## config.mk

```make
export PLATFORM = sky130hd
export DESIGN_NAME = dma_write_engine
export DESIGN_NICKNAME = d
export VERILOG_FILES = /design/src/rtl/dma_write_engine.sv
export SDC_FILE = /design/constraint.sdc
export NUM_CORES = 1
export LEC_CHECK = 0
export ABC_AREA = 0
export CAP_MARGIN = 20
export CORE_MARGIN = 2
export CORE_UTILIZATION = 53
export DETAILED_ROUTE_END_ITERATION = 10
export GPL_TIMING_DRIVEN = 0
export HOLD_SLACK_MARGIN = 0.1
export PLACE_DENSITY_LB_ADDON = 0.1
export RECOVER_POWER = 50
export SLEW_MARGIN = 20
export SYNTH_ARGS = -nofsm -noshare
export SYNTH_HDL_FRONTEND = slang
export SYNTH_SLANG_ARGS = --single-unit
export TNS_END_PERCENT = 30
```

## constraint.sdc

```tcl
create_clock -name clk -period 7.8 [get_ports clk]
set_input_delay 2.34 -clock clk [delete_from_list [all_inputs] [get_ports clk]]
set_output_delay 2.34 -clock clk [all_outputs]
set_load 0.02 [all_outputs]
```

## src/rtl/dma_write_engine.sv

```systemverilog
// Pops 32-bit words from the transfer FIFO and issues single-beat memory writes at incrementing addresses.
// Three cycles per word best case (pop, latch, write); a stalled write holds addr/data/valid until wready.
module dma_write_engine #(
    parameter int DATA_WIDTH = 32,
    parameter int ADDR_WIDTH = 32,
    parameter int LEN_WIDTH  = 16
) (
    input  logic                  clk,
    input  logic                  rst,
    input  logic                  start,
    input  logic [ADDR_WIDTH-1:0] dst_addr,
    input  logic [LEN_WIDTH-1:0]  xfer_len,
    input  logic                  abort,
    input  logic [DATA_WIDTH-1:0] fifo_dout,
    input  logic                  fifo_empty,
    output logic                  fifo_read_en,
    output logic [ADDR_WIDTH-1:0] mem_addr,
    output logic [DATA_WIDTH-1:0] mem_wdata,
    output logic                  mem_wvalid,
    input  logic                  mem_wready,
    output logic                  busy,
    output logic                  done,
    output logic                  aborted,
    output logic [LEN_WIDTH-1:0]  words_done
);

    typedef enum logic [2:0] {
        S_IDLE,
        S_POP,
        S_LATCH,
        S_WRITE,
        S_DONE,
        S_ABORT
    } state_t;

    localparam logic [ADDR_WIDTH-1:0] ADDR_STEP = ADDR_WIDTH'(DATA_WIDTH / 8);
    localparam logic [LEN_WIDTH-1:0]  LEN_ONE   = LEN_WIDTH'(1);

    state_t                state;
    logic [ADDR_WIDTH-1:0] addr;
    logic [LEN_WIDTH-1:0]  remaining;
    logic                  abort_pending;
    logic                  beat_accepted;

    // An abort seen in POP suppresses the pop in that same cycle.
    assign fifo_read_en  = (state == S_POP) && !fifo_empty && !abort;
    assign beat_accepted = mem_wvalid && mem_wready;

    always_ff @(posedge clk or posedge rst) begin
        if (rst) begin
            state         <= S_IDLE;
            addr          <= '0;
            remaining     <= '0;
            abort_pending <= 1'b0;
            mem_addr      <= '0;
            mem_wdata     <= '0;
            mem_wvalid    <= 1'b0;
            busy          <= 1'b0;
            done          <= 1'b0;
            aborted       <= 1'b0;
            words_done    <= '0;
        end else begin
            done    <= 1'b0;
            aborted <= 1'b0;
            case (state)
                S_IDLE: begin
                    if (start) begin
                        addr          <= dst_addr;
                        remaining     <= xfer_len;
                        words_done    <= '0;
                        abort_pending <= 1'b0;
                        busy          <= 1'b1;
                        state         <= (xfer_len == '0) ? S_DONE : S_POP;
                    end
                end
                S_POP: begin
                    if (abort) begin
                        state <= S_ABORT;
                    end else if (!fifo_empty) begin
                        state <= S_LATCH;
                    end
                end
                S_LATCH: begin
                    mem_wdata  <= fifo_dout;
                    mem_addr   <= addr;
                    mem_wvalid <= 1'b1;
                    if (abort) begin
                        abort_pending <= 1'b1;
                    end
                    state <= S_WRITE;
                end
                S_WRITE: begin
                    if (abort) begin
                        abort_pending <= 1'b1;
                    end
                    // The last beat finishes as done even when an abort is outstanding.
                    if (beat_accepted) begin
                        mem_wvalid <= 1'b0;
                        addr       <= addr + ADDR_STEP;
                        remaining  <= remaining - LEN_ONE;
                        words_done <= words_done + LEN_ONE;
                        if (remaining == LEN_ONE) begin
                            state <= S_DONE;
                        end else if (abort_pending || abort) begin
                            state <= S_ABORT;
                        end else begin
                            state <= S_POP;
                        end
                    end
                end
                S_DONE: begin
                    done  <= 1'b1;
                    busy  <= 1'b0;
                    state <= S_IDLE;
                end
                S_ABORT: begin
                    aborted <= 1'b1;
                    busy    <= 1'b0;
                    state   <= S_IDLE;
                end
                default: begin
                    state <= S_IDLE;
                end
            endcase
        end
    end

endmodule

```

Signal wires on met3:
(4 px per um)
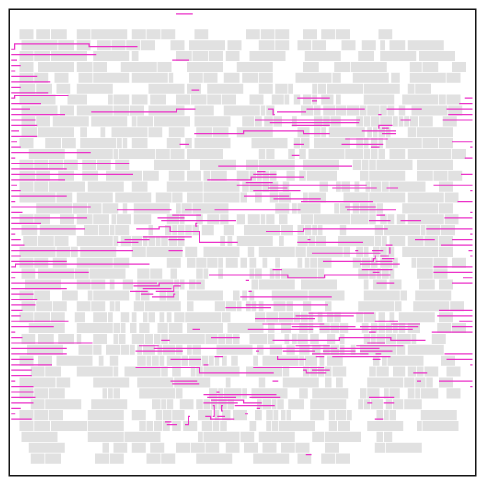
share of all routed wire	11%
longest straight run	45.5 um
main direction	horizontal
met3 GRT Util: 9.29%
Via Count: 6210
routed wire length: 20100 um

Clock nets:
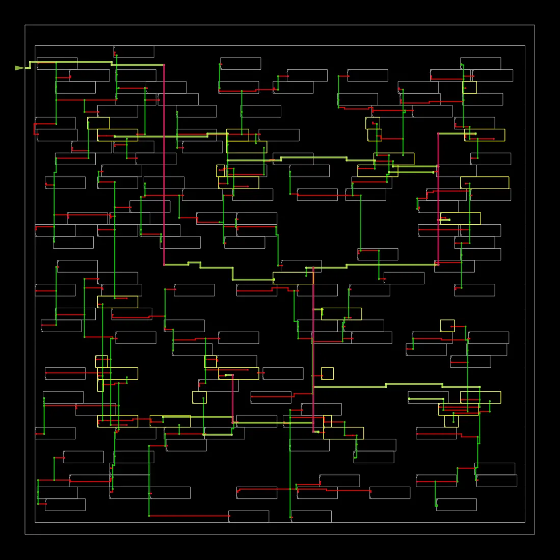
Clock Power: 0.000782 W
clock latency at the later pin of the worst-skew pair: 0.43 ns

==> impl_metrics.ini <==
; generated from flow reports
[layout]
flop-count = 136
largest_class = flip-flops and latches
buffer_area_share_pct = 20.6
comb_area_um2 = 3040
seq_share_pct = 37.2
inverters = 10
clkCellAreaFrac_pct = 6.25
logic_gates = 460
buffers = 210
n_antenna_cell = 0

[power]
combPwrFrac_pct = 46.3
total_power_w = 0.00388
p_leak_nw = 3.63
power_density_nw_per_um2 = 424

[setup_path]
crit_arrival_ns = 3.83
worst_path_most_repeated_cell = clkdlybuf4s50_1
path_buffers = 2
reg2reg_depth = 5
critPathMaxStageDelay_ns = 0.67
cp_slowest_cell = clkdlybuf4s50_1
timing.rr.end = mem_addr[22]$_DFFE_PP0P_

[outcome]
status = finished with violations
violations = capacitance limit, slew limit

[route]
routed.top_layer = met4
drcViolationCount = 0
met2WireLength_um = 9550

[synth]
top_cells_by_area = dfrtp_1, mux2_2, o21ai_0
synth_top_area_share_pct = 51.0
ys_ff = 136
fa_ha_area_share_pct = 0.750
topCombFamilyByArea = simple AND/OR/NAND/NOR gates
ys_seq_share_pct = 51.0

[final_timing]
tightestPinTransition_ns = 2.59
holdWs_ns = 0.495
slew_viol_final = 139
max_slew_margin_pct = -73.6
setup_viol = 0

[placed_design]
dp_slack_ns = 1.65
placed_cell_area_um2 = 8620
place.gp.congestion = 0.939

[global_route]
grt_use_met1_pct = 37.8
first_global_vias = 6232
busiest_layer = met2
use_met2_pct = 49.3
grt_overflow_total = 0

[hold_path]
hold_depth = 2

[flow_run]
cap_violations = 2

[cts]
cts.repair.resized = 0
cts_setup_buffers = 0
cts_hold_buf = 0
state kept, by name, indices dropped and copies added (netlist names):
| register | cells |
|---|---|
| addr | 32 |
| done | 1 |
| abort_pending | 1 |
| words_done | 16 |
| mem_wvalid | 1 |
| busy | 1 |
| remaining | 16 |
| mem_addr | 32 |
| state | 3 |
| mem_wdata | 32 |
| aborted | 1 |
through the flow:
step	TNS (ns)	utilization, %
floorplan	0	-
global placement	-2.12	70.6
detailed placement	0	70.9
CTS	0	75.6
global route	0	75.3
finish	0	75.3
power by group through the flow:
stage	Sequential (W)	Clock (W)	Combinational, W
after floorplan	0.00146	0	0.000881
after global placement	0.00128	0	0.00173
after detailed placement	0.00130	0	0.00178
after CTS	0.00130	0.000787	0.00180
after global routing	0.00134	0.000814	0.00192
final	0.00130	0.000782	0.00180
Power is estimated from default activity; no workload was simulated.
